File: src/rtl/mem_access_pkg.sv
// -----------------------------------------------------------------------------
// mem_access_pkg
// Shared encodings for the MEM-stage data-memory access controller:
//   - load/store type codes as issued by the decoder
//   - controller state enum
//   - error cause codes raised by the controller
//   - alignment helper used to qualify a new access
// -----------------------------------------------------------------------------
package mem_access_pkg;

    // Load type codes (load_type port)
    localparam logic [2:0] LOAD_LB  = 3'd0;
    localparam logic [2:0] LOAD_LBU = 3'd1;
    localparam logic [2:0] LOAD_LH  = 3'd2;
    localparam logic [2:0] LOAD_LHU = 3'd3;
    localparam logic [2:0] LOAD_LW  = 3'd4;

    // Store type codes (store_type port)
    localparam logic [1:0] STORE_SB = 2'd0;
    localparam logic [1:0] STORE_SH = 2'd1;
    localparam logic [1:0] STORE_SW = 2'd2;

    // Controller states
    typedef enum logic [1:0] {
        IDLE   = 2'd0,
        ACCESS = 2'd1,
        RESP   = 2'd2
    } state_e;

    // Error cause reported by the controller in a given cycle
    typedef enum logic [1:0] {
        ERR_NONE        = 2'd0,
        ERR_MISALIGN    = 2'd1,
        ERR_BUS_TIMEOUT = 2'd2
    } err_e;

    // Natural alignment check. Bytes are always aligned, halfwords need
    // addr[0]=0, words need addr[1:0]=0. Reserved type codes are treated
    // as word-sized so they can never produce a partial-lane access.
    function automatic logic access_aligned(
        input logic       is_load,
        input logic [2:0] lt,
        input logic [1:0] st,
        input logic [1:0] addr_low
    );
        logic ok;
        ok = 1'b1;
        if (is_load) begin
            case (lt)
                LOAD_LB, LOAD_LBU: ok = 1'b1;
                LOAD_LH, LOAD_LHU: ok = ~addr_low[0];
                LOAD_LW:           ok = (addr_low == 2'b00);
                default:           ok = (addr_low == 2'b00);
            endcase
        end else begin
            case (st)
                STORE_SB: ok = 1'b1;
                STORE_SH: ok = ~addr_low[0];
                STORE_SW: ok = (addr_low == 2'b00);
                default:  ok = (addr_low == 2'b00);
            endcase
        end
        return ok;
    endfunction

endpackage

File: src/rtl/store_lane_align.sv
// -----------------------------------------------------------------------------
// store_lane_align
// Purely combinational store lane steering: produces byte enables and
// lane-replicated write data from the store type and the low address bits.
// Ports:
//   store_type  in  [1:0]  SB / SH / SW code
//   addr_low    in  [1:0]  byte offset within the word
//   store_data  in  [31:0] register value to be stored
//   be          out [3:0]  byte enables, bit i = byte lane i
//   wdata       out [31:0] replicated write data
// -----------------------------------------------------------------------------
module store_lane_align
    import mem_access_pkg::*;
(
    input  logic [1:0]  store_type,
    input  logic [1:0]  addr_low,
    input  logic [31:0] store_data,
    output logic [3:0]  be,
    output logic [31:0] wdata
);

    // NOTE: every output gets a default before the case so no path can
    // leave it unassigned (that would infer a latch).
    always_comb begin
        be    = 4'b1111;
        wdata = store_data;
        case (store_type)
            STORE_SB: begin
                be    = 4'b0001 << addr_low;
                wdata = {4{store_data[7:0]}};
            end
            STORE_SH: begin
                be    = addr_low[1] ? 4'b1100 : 4'b0011;
                wdata = {2{store_data[15:0]}};
            end
            default: begin
                // SW (and reserved codes): full word, defaults apply
            end
        endcase
    end

endmodule

File: src/rtl/mem_stage_access_ctrl.sv
// -----------------------------------------------------------------------------
// mem_stage_access_ctrl
// Sequences each MEM-stage data-memory access: checks alignment, latches the
// access, drives a req/ack memory port, stalls the pipeline while the access
// is outstanding, and hands the returned word to the sub-word load extractor.
// Ports:
//   clk, rst_n           clock, asynchronous active-low reset
//   mem_read, mem_write  MEM-stage instruction is a load / store
//   load_type, store_type, addr, store_data   access description
//   flush                squash the MEM-stage instruction (new starts only)
//   dmem_ack, dmem_rdata memory completion and read word
//   dmem_req, dmem_we, dmem_addr, dmem_be, dmem_wdata   memory request
//   stall                hold IF..MEM stages
//   load_valid, load_word, split_load_type, split_addr_low   extractor feed
//   misalign_exc, bus_err   one-cycle error pulses
// -----------------------------------------------------------------------------
module mem_stage_access_ctrl
    import mem_access_pkg::*;
#(
    parameter int TIMEOUT_CYCLES = 16,
    parameter int ADDR_W         = 32
) (
    input  logic              clk,
    input  logic              rst_n,
    input  logic              mem_read,
    input  logic              mem_write,
    input  logic [2:0]        load_type,
    input  logic [1:0]        store_type,
    input  logic [ADDR_W-1:0] addr,
    input  logic [31:0]       store_data,
    input  logic              flush,
    input  logic              dmem_ack,
    input  logic [31:0]       dmem_rdata,
    output logic              dmem_req,
    output logic              dmem_we,
    output logic [ADDR_W-1:0] dmem_addr,
    output logic [3:0]        dmem_be,
    output logic [31:0]       dmem_wdata,
    output logic              stall,
    output logic              load_valid,
    output logic [31:0]       load_word,
    output logic [2:0]        split_load_type,
    output logic [1:0]        split_addr_low,
    output logic              misalign_exc,
    output logic              bus_err
);

    localparam int              CNT_W    = (TIMEOUT_CYCLES > 2) ? $clog2(TIMEOUT_CYCLES) : 1;
    localparam logic [CNT_W-1:0] CNT_LAST = CNT_W'(TIMEOUT_CYCLES - 1);

    state_e              state_q, state_d;
    logic [CNT_W-1:0]    cnt_q;
    logic [ADDR_W-3:0]   word_addr_q;
    logic                we_q;
    logic [3:0]          be_q;
    logic [31:0]         wdata_q;
    logic [31:0]         load_word_q;
    logic [2:0]          split_type_q;
    logic [1:0]          split_low_q;

    logic                req_valid;
    logic                is_load;
    logic                aligned;
    logic                start;
    err_e                err;
    logic [3:0]          st_be;
    logic [31:0]         st_wdata;

    // NOTE: the request qualifier is gated by rst_n so the combinational
    // IDLE outputs (stall, misalign_exc) also drop while reset is held,
    // even if the pipeline keeps presenting an access.
    assign req_valid = rst_n & (mem_read | mem_write) & ~flush;
    // A simultaneous read and write request is handled as a read.
    assign is_load   = mem_read;
    assign aligned   = access_aligned(is_load, load_type, store_type, addr[1:0]);

    store_lane_align u_store_lane_align (
        .store_type (store_type),
        .addr_low   (addr[1:0]),
        .store_data (store_data),
        .be         (st_be),
        .wdata      (st_wdata)
    );

    // Next-state and combinational outputs
    always_comb begin
        state_d    = state_q;
        start      = 1'b0;
        err        = ERR_NONE;
        stall      = 1'b0;
        dmem_req   = 1'b0;
        load_valid = 1'b0;
        case (state_q)
            IDLE: begin
                if (req_valid) begin
                    if (aligned) begin
                        start   = 1'b1;
                        stall   = 1'b1;
                        state_d = ACCESS;
                    end else begin
                        err = ERR_MISALIGN;
                    end
                end
            end
            ACCESS: begin
                dmem_req = 1'b1;
                stall    = 1'b1;
                // Ack wins over timeout on the final cycle.
                if (dmem_ack) begin
                    state_d = RESP;
                end else if (cnt_q == CNT_LAST) begin
                    err     = ERR_BUS_TIMEOUT;
                    state_d = IDLE;
                end
            end
            RESP: begin
                load_valid = ~we_q;
                state_d    = IDLE;
            end
            default: state_d = IDLE;
        endcase
    end

    assign misalign_exc = (err == ERR_MISALIGN);
    assign bus_err      = (err == ERR_BUS_TIMEOUT);

    // State register and ACCESS cycle counter. The counter is 0 on the first
    // ACCESS cycle and is cleared whenever ACCESS is left.
    // NOTE: sequential state uses non-blocking assignments only, so every
    // register samples pre-edge values regardless of statement order.
    always_ff @(posedge clk or negedge rst_n) begin
        if (!rst_n) begin
            state_q <= IDLE;
            cnt_q   <= '0;
        end else begin
            state_q <= state_d;
            if (state_q == ACCESS && state_d == ACCESS) begin
                cnt_q <= cnt_q + 1'b1;
            end else begin
                cnt_q <= '0;
            end
        end
    end

    // Latched access description, held stable for the whole access.
    // NOTE: datapath registers are reset too, because every output must
    // read 0 while in reset, not just the control state.
    always_ff @(posedge clk or negedge rst_n) begin
        if (!rst_n) begin
            word_addr_q  <= '0;
            we_q         <= 1'b0;
            be_q         <= 4'b0000;
            wdata_q      <= 32'h0;
            split_type_q <= 3'd0;
            split_low_q  <= 2'd0;
        end else if (start) begin
            word_addr_q  <= addr[ADDR_W-1:2];
            we_q         <= ~is_load;
            be_q         <= is_load ? 4'b1111 : st_be;
            wdata_q      <= is_load ? 32'h0 : st_wdata;
            split_type_q <= load_type;
            split_low_q  <= addr[1:0];
        end
    end

    // Returned word is captured only on the acknowledging cycle of a load.
    always_ff @(posedge clk or negedge rst_n) begin
        if (!rst_n) begin
            load_word_q <= 32'h0;
        end else if (state_q == ACCESS && dmem_ack && !we_q) begin
            load_word_q <= dmem_rdata;
        end
    end

    assign dmem_we         = we_q;
    assign dmem_addr       = {word_addr_q, 2'b00};
    assign dmem_be         = be_q;
    assign dmem_wdata      = wdata_q;
    assign load_word       = load_word_q;
    assign split_load_type = split_type_q;
    assign split_addr_low  = split_low_q;

endmodule

File: config.mk
export PLATFORM = sky130hd
export DESIGN_NAME = mem_stage_access_ctrl
export DESIGN_NICKNAME = d
export VERILOG_FILES = /design/src/rtl/mem_access_pkg.sv /design/src/rtl/store_lane_align.sv /design/src/rtl/mem_stage_access_ctrl.sv
export SDC_FILE = /design/constraint.sdc
export NUM_CORES = 1
export LEC_CHECK = 0
export CAP_MARGIN = 20
export CORE_AREA = 4 4 124 126
export DETAILED_ROUTE_END_ITERATION = 8
export DIE_AREA = 0 0 128 130
export GPL_ROUTABILITY_DRIVEN = 0
export GPL_TIMING_DRIVEN = 1
export PLACE_DENSITY = 0.68
export SKIP_CTS_REPAIR_TIMING = 1
export SYNTH_ARGS = -nofsm -noshare
export SYNTH_HDL_FRONTEND = slang
export SYNTH_SLANG_ARGS = --single-unit
File: constraint.sdc
create_clock -name clk -period 2.29 [get_ports clk]
set_input_delay 0.458 -clock clk [delete_from_list [all_inputs] [get_ports clk]]
set_output_delay 0.458 -clock clk [all_outputs]
set_load 0.01 [all_outputs]
pinout.png
Drawn at 3 px/um. Pins as bars across the die edge, other pins in grey.
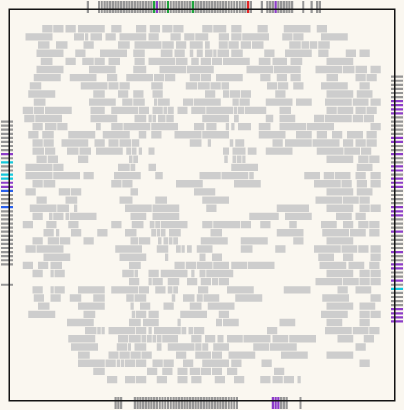
- cyan: dmem_be (pins 4; direction output; edge 3 left, 1 right)
- blue: store_type (pins 2; direction input; edge left)
- purple: addr (pins 32; direction input; edge 24 right, 3 bottom, 3 left, 2 top)
- red: bus_err (pins 1; direction output; edge top)
- green: load_type (pins 3; direction input; edge top)
- all pins by edge: 72 top, 61 right, 48 bottom, 37 left

==> deck_impl_summary.md <==
Run Summary

Power and ir drop
  – Combinational share of power: 39.2%
  – Total power: 7.49 mW
  – Net switching power: 2.06 mW
  – Sw frac: 27.5%
  – Sequential power: 2.95 mW
  – Pwr top: sequential cells
  – Clock network fraction of design power: 21.4%
  – VDD IR-drop max: 0.000557 V
  – Power Clock: 1.60 mW
  – Leak: 3.37 nW

Setup path
  – Slowest stage delay, CP: 500 ps
  – Worst path top cell family by delay: buffers and inverters
  – CP Depth: 6
  – Crit-path most repeated cell: nand2_1
  – R2r worst-path depth: 6
  – Worst Setup EP: stall
  – Bufs and invs on worst path: 2
  – Crit path cell chain: clkdlybuf4s50_1, nand2_1, a221o_1, nand2b_1, nand2_1, dlymetal6s2s_1
  – CP Capture Type: primary output
  – Crit-path slowest cell: clkdlybuf4s50_1
  – CP required: 1830 ps
  – Reg-to-Reg End: dmem_wdata[20]$_DFFE_PN0P_
  – Setup slack, reg-to-reg: 360 ps

Status
  – Status: completed

Layout
  – Final core occ: 53.4%
  – Area delta synth->final: 55.1%
  – Clk tree area frac: 4.06%
  – Number of diodes: 0
  – Commonest cells after routing, fill and taps aside: clkdlybuf4s50_1, dfrtp_1, mux2_2
  – Buffer share of cell area: 30.5%
  – Largest cell class by area: registers
  – Fin cells: 757
  – Fraction of area in multi-input gates: 26.2%
  – MI comb cells: 214
  – FFs & Latches: 110
  – Logic area: 2000 um2
  – Fin nets: 676
  – Fillers: 1220
  – CLK BUF: 11

Routing
  – 1st-iter DRT viols: 168
  – Routed wire length: 13.4 mm
  – DR top layer: met5
  – Routed met1 length: 5.75 mm
  – Antenna Violating Nets Remaining: 0
  – DRC Markers: 0
  – Average wire per standard cell: 17.6 um
  – Vias: 3501
  – DRT Pass-1 Iters: 5

Synthesis
  – Adder-Cell Fraction of Synth Area: 0.254%
  – Sequential fraction of the synthesis area: 55.9%
  – Cells after Synth: 349
  – Top cell area share: 55.9%
  – Yosys chip area: 4930 um2
  – Post-synthesis compound-gate area fraction: 2.34%
  – Cell Type Count: 29
  – Ys cells: 349
  – Yosys top cell by instances: dfrtp_1
  – Top cell type by total area after synthesis: dfrtp_1
  – Main flop type: dfrtp_1
  – Cell area leaders: dfrtp_1, mux2_2, mux2_4, mux2i_1, nor2_1
  – Yosys warning tally: 0
  – Mapped Avg Cell Area: 14.1 um2

GRT
  – First-pass GRT wire length: 20.3 mm
  – Initial antenna violation count: 1
  – Vias in the first global route: 3642
  – M1 GR Usage: 20.7%
  – Layer with the highest usage: met2
  – GRT Overall Usage: 15.6%

CTS
  – TritonCTS clock tree: yes
  – Clock Sinks: 110
  – Clock Pin Slew Worst Setup and Hold Paths: 70 ps
  – Clock Tree Buf Depth: 2

Final timing
  – Final setup violation count: 0
  – Slew @ Worst Pin: 538 ps
  – Pins over their slew limit: 0
  – Final min period: 2180 ps
  – Final hold vios: 0
  – Rel. slew slack: 64.0%
  – Final worst setup slack: 106 ps
  – Clk_skew: 6.66 ps
  – RSZ-0062 raised after global routing: no
  – Fmax: 0.458 GHz
  – Period Utilization, post-route: 95.4%
  – Final hold slack: 135 ps

Floorplan
  – Die height: 130 um
  – Die width: 128 um
  – IO Pins: 218
  – Die area: 16600 um2
  – Init Core Util: 34.4%
  – Core area: 14300 um2

Run
  – Log Warnings: 26
  – Maximum capacitance violations: 0

Placement
  – Placed cell area: 7290 um2
  – Buffers added on ports: 215
  – Setup slack at placement: -304 ps
  – DP Cell Count: 740

Worst hold path
  – Hold Crit Class: input pin to async pin
util_map.png
Drawn at 3 px/um. The die is cut into 13 by 13 equal tiles; black is low, pale yellow is high, 0 to 100% covered.
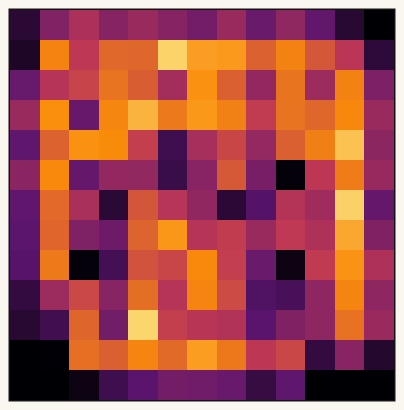
- nearly empty tiles: 5.9%
- mean over tiles: 45%
- densest ninth of the die: top centre
- tiles over 75% full: 8.9%
- fullest tile: 91%

No activity file was given, so power comes from the tool's default toggle rates.
